`src/rtl/phase_rx_pkg.sv`:
```
// Shared constants and helpers for the two-phase bundled-data receiver.
// The optional transfer counter (PHASE_RX_XFER_CNT_EN) uses XFER_CNT_W.
package phase_rx_pkg;

    localparam int DEF_WIDTH       = 8;
    localparam int DEF_DEPTH       = 4;
    localparam int DEF_SYNC_STAGES = 2;
    localparam int XFER_CNT_W      = 16;

    function automatic int clog2(input int value);
        int r;
        int v;
        r = 0;
        v = value - 1;
        while (v > 0) begin
            r++;
            v = v >> 1;
        end
        return r;
    endfunction

endpackage

```
`src/rtl/phase_sync.sv`:
```
// Multi-flop synchronizer bringing the asynchronous request phase into clk.
module phase_sync #(
    parameter int STAGES = 2
) (
    input  logic clk,
    input  logic rst,
    input  logic d,
    output logic q
);

    logic [STAGES-1:0] r_chain;

    always_ff @(posedge clk) begin
        if (rst) begin
            r_chain <= '0;
        end else begin
            r_chain <= {r_chain[STAGES-2:0], d};
        end
    end

    assign q = r_chain[STAGES-1];

endmodule

```
`src/rtl/phase_rx.sv`:
```
// Two-phase request/acknowledge receiver feeding a small valid/ready FIFO.
// Define PHASE_RX_XFER_CNT_EN to add the 16-bit xfer_cnt capture counter.
module phase_rx
    import phase_rx_pkg::*;
#(
    parameter int WIDTH       = DEF_WIDTH,
    parameter int DEPTH       = DEF_DEPTH,
    parameter int SYNC_STAGES = DEF_SYNC_STAGES
) (
    input  logic                  clk,
    input  logic                  rst,
    input  logic                  req_i,
    input  logic [WIDTH-1:0]      data_i,
    output logic                  ack_o,
    output logic [WIDTH-1:0]      m_data,
    output logic                  m_valid,
    input  logic                  m_ready,
    output logic [clog2(DEPTH):0] level
`ifdef PHASE_RX_XFER_CNT_EN
    ,
    output logic [XFER_CNT_W-1:0] xfer_cnt
`endif
);

    localparam int AW = clog2(DEPTH);
    localparam int LW = AW + 1;
    localparam logic [LW-1:0] FULL_LEVEL = LW'(DEPTH);

    logic [WIDTH-1:0] r_mem [DEPTH];
    logic [AW-1:0]    r_wptr;
    logic [AW-1:0]    r_rptr;
    logic [LW-1:0]    r_level;
    logic             r_rx_phase;
    logic             r_ack;

    logic w_req_sync;
    logic w_pending;
    logic w_pop;
    logic w_space;
    logic w_push;

    phase_sync #(
        .STAGES (SYNC_STAGES)
    ) u_sync (
        .clk (clk),
        .rst (rst),
        .d   (req_i),
        .q   (w_req_sync)
    );

    // A phase mismatch means the sender has toggled since our last capture.
    assign w_pending = w_req_sync ^ r_rx_phase;
    assign w_pop     = m_valid && m_ready;
    assign w_space   = (r_level < FULL_LEVEL) || w_pop;
    assign w_push    = w_pending && w_space;

    always_ff @(posedge clk) begin
        if (rst) begin
            r_wptr     <= '0;
            r_rptr     <= '0;
            r_level    <= '0;
            r_rx_phase <= 1'b0;
            r_ack      <= 1'b0;
        end else begin
            if (w_push) begin
                r_wptr     <= r_wptr + 1'b1;
                r_rx_phase <= ~r_rx_phase;
                r_ack      <= ~r_rx_phase;
            end
            if (w_pop) begin
                r_rptr <= r_rptr + 1'b1;
            end
            case ({w_push, w_pop})
                2'b10:   r_level <= r_level + 1'b1;
                2'b01:   r_level <= r_level - 1'b1;
                default: r_level <= r_level;
            endcase
        end
    end

    // NOTE: storage carries no reset; level gates its visibility, so flushing data words would only cost area.
    always_ff @(posedge clk) begin
        if (w_push) begin
            r_mem[r_wptr] <= data_i;
        end
    end

`ifdef PHASE_RX_XFER_CNT_EN
    logic [XFER_CNT_W-1:0] r_xfer_cnt;

    always_ff @(posedge clk) begin
        if (rst) begin
            r_xfer_cnt <= '0;
        end else if (w_push) begin
            r_xfer_cnt <= r_xfer_cnt + 1'b1;
        end
    end

    assign xfer_cnt = r_xfer_cnt;
`endif

    assign ack_o   = r_ack;
    assign m_valid = (r_level != '0);
    assign m_data  = r_mem[r_rptr];
    assign level   = r_level;

endmodule

```
`config.mk`:
```
export PLATFORM = sky130hd
export DESIGN_NAME = phase_rx
export DESIGN_NICKNAME = d
export VERILOG_FILES = /design/src/rtl/phase_rx_pkg.sv /design/src/rtl/phase_sync.sv /design/src/rtl/phase_rx.sv
export SDC_FILE = /design/constraint.sdc
export NUM_CORES = 1
export LEC_CHECK = 0
export ABC_AREA = 1
export CAP_MARGIN = 10
export CORE_UTILIZATION = 57
export CTS_BUF_LIST = sky130_fd_sc_hd__clkbuf_16
export CTS_CLUSTER_DIAMETER = 40
export CTS_CLUSTER_SIZE = 20
export DETAILED_ROUTE_END_ITERATION = 8
export MAX_ROUTING_LAYER = met4
export PLACE_DENSITY = 0.83
export SETUP_SLACK_MARGIN = 0.1
export SLEW_MARGIN = 20
export SYNTH_ARGS = -nofsm -noshare
export SYNTH_HDL_FRONTEND = slang
export SYNTH_SLANG_ARGS = --single-unit
```
`constraint.sdc`:
```
create_clock -name clk -period 2.6 [get_ports clk]
set_clock_uncertainty 0.05 [all_clocks]
set_input_delay 0.52 -clock clk [delete_from_list [all_inputs] [get_ports clk]]
set_output_delay 0.52 -clock clk [all_outputs]
set_load 0.02 [all_outputs]
```
Figure 1. Cell outlines without signal wires.
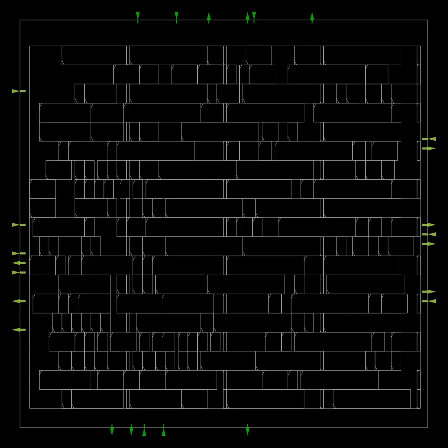
Final Non-Filler Cells: 237
placeable core area: 2880 um2
flop share of the area: 53.1%
Seq cells: 44
n_taps: 42

==> flow_summary.toml <==
# physical design summary
[die]
dieArea_um2 = 3370
fp_util_pct = 62.3
chipWidth_um = 58.1

[worst_setup_path]
critical_path_required_ns = 2.03
critPathTopFamily = "buffers and inverters"
slowest_stage = "clkdlybuf4s50_1"
crit_type = "register to primary output"
endpoint_kind = "primary output"
worstReg2RegStart = "level[2]"
r2r-end = "level[2]"

[global_route]
gr-usage-met1_pct = 23.5
grt_max_degree = 17
gr-usage-met2_pct = 36.8

[logic_synthesis]
ys_sh_simple_pct = 12.6
aoi_share_pct = 9.70
ys_sh_mux_pct = 0
syn_nets = 178
ys_warn_count = 0
ys_area_um2 = 1790
ys_seq_share_pct = 67.0
edf_count = 32
syn_area_um2 = 1790

[route]
drt-total-wl_mm = 3.16
drc_errors = 0
dr.pass1.iters = 4
dr_total_vias = 1207
antenna_left = 0
wl_per_cell_um = 13.3

[cells_and_area]
fin_util_pct = 78.8
nNonClkBuffers = 29
largest_reg_flops = 32
drive_above_1_share_pct = 10.3
antenna_cells = 0
final_common_cell = "nor2_1"
flop_area_um2 = 1200
fill_cells = 183
largest-register = "r_mem"
buffer_area_share_pct = 12.3
final-clk-cell-share_pct = 7.23
comb_share_pct = 21.3
num-nonclk-inverters = 23
syn2layout_area_growth_pct = 26.4
fin_area_um2 = 2270

[clocking]
postCtsSetupRepairBufs = 0
postCtsHoldBufs = 0
insertion_delay_ns = 0.28
cts-root-buf = "clkbuf_16"
clk_pin_slew_ns = 0.06

[power]
power_mw = 2.26
maxPowerGroup = "registers"
p_int_mw = 1.57
p_seq_uw = 886
comb_power_share_pct = 30.8
power.switching_uw = 698
power_frac_clock_pct = 30.1

[timing]
final.setup.tns_ns = 0
fmax_mhz = 418
setup_slack_ns = 0.207
max_slew_margin_pct = 76.5
period_used_pct = 92.0

[place]
dp_hpwl_mm = 2.15
place_area_um2 = 2100
gp_congestion = 0.705
dp.cells = 229
dp_slack_ns = 0.170

[worst_hold_path]
holdPathStages = 2

[run_status]
outcome = "finished, final reports clean"
Figure 2. Sequential cells coloured by netlist name.
The bar under the picture is 20 um long. Other sequential cells in the stronger grey, the rest of the logic in the fainter grey.
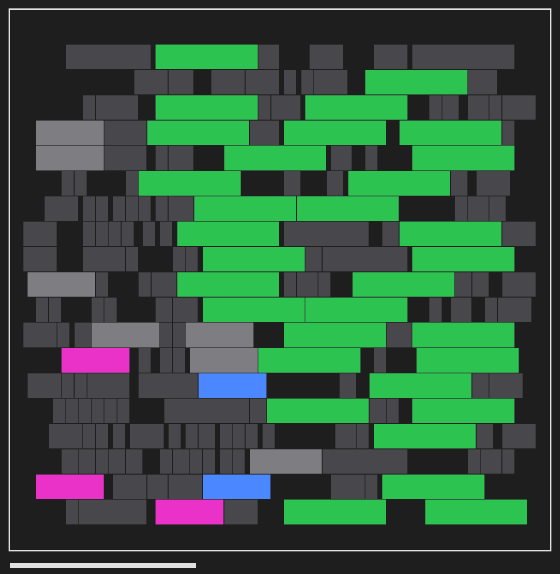
Green is r_mem, flops 32. Magenta is level, flops 3. Blue is r_rptr, flops 2.
Another 7 sequential cells are not coloured.

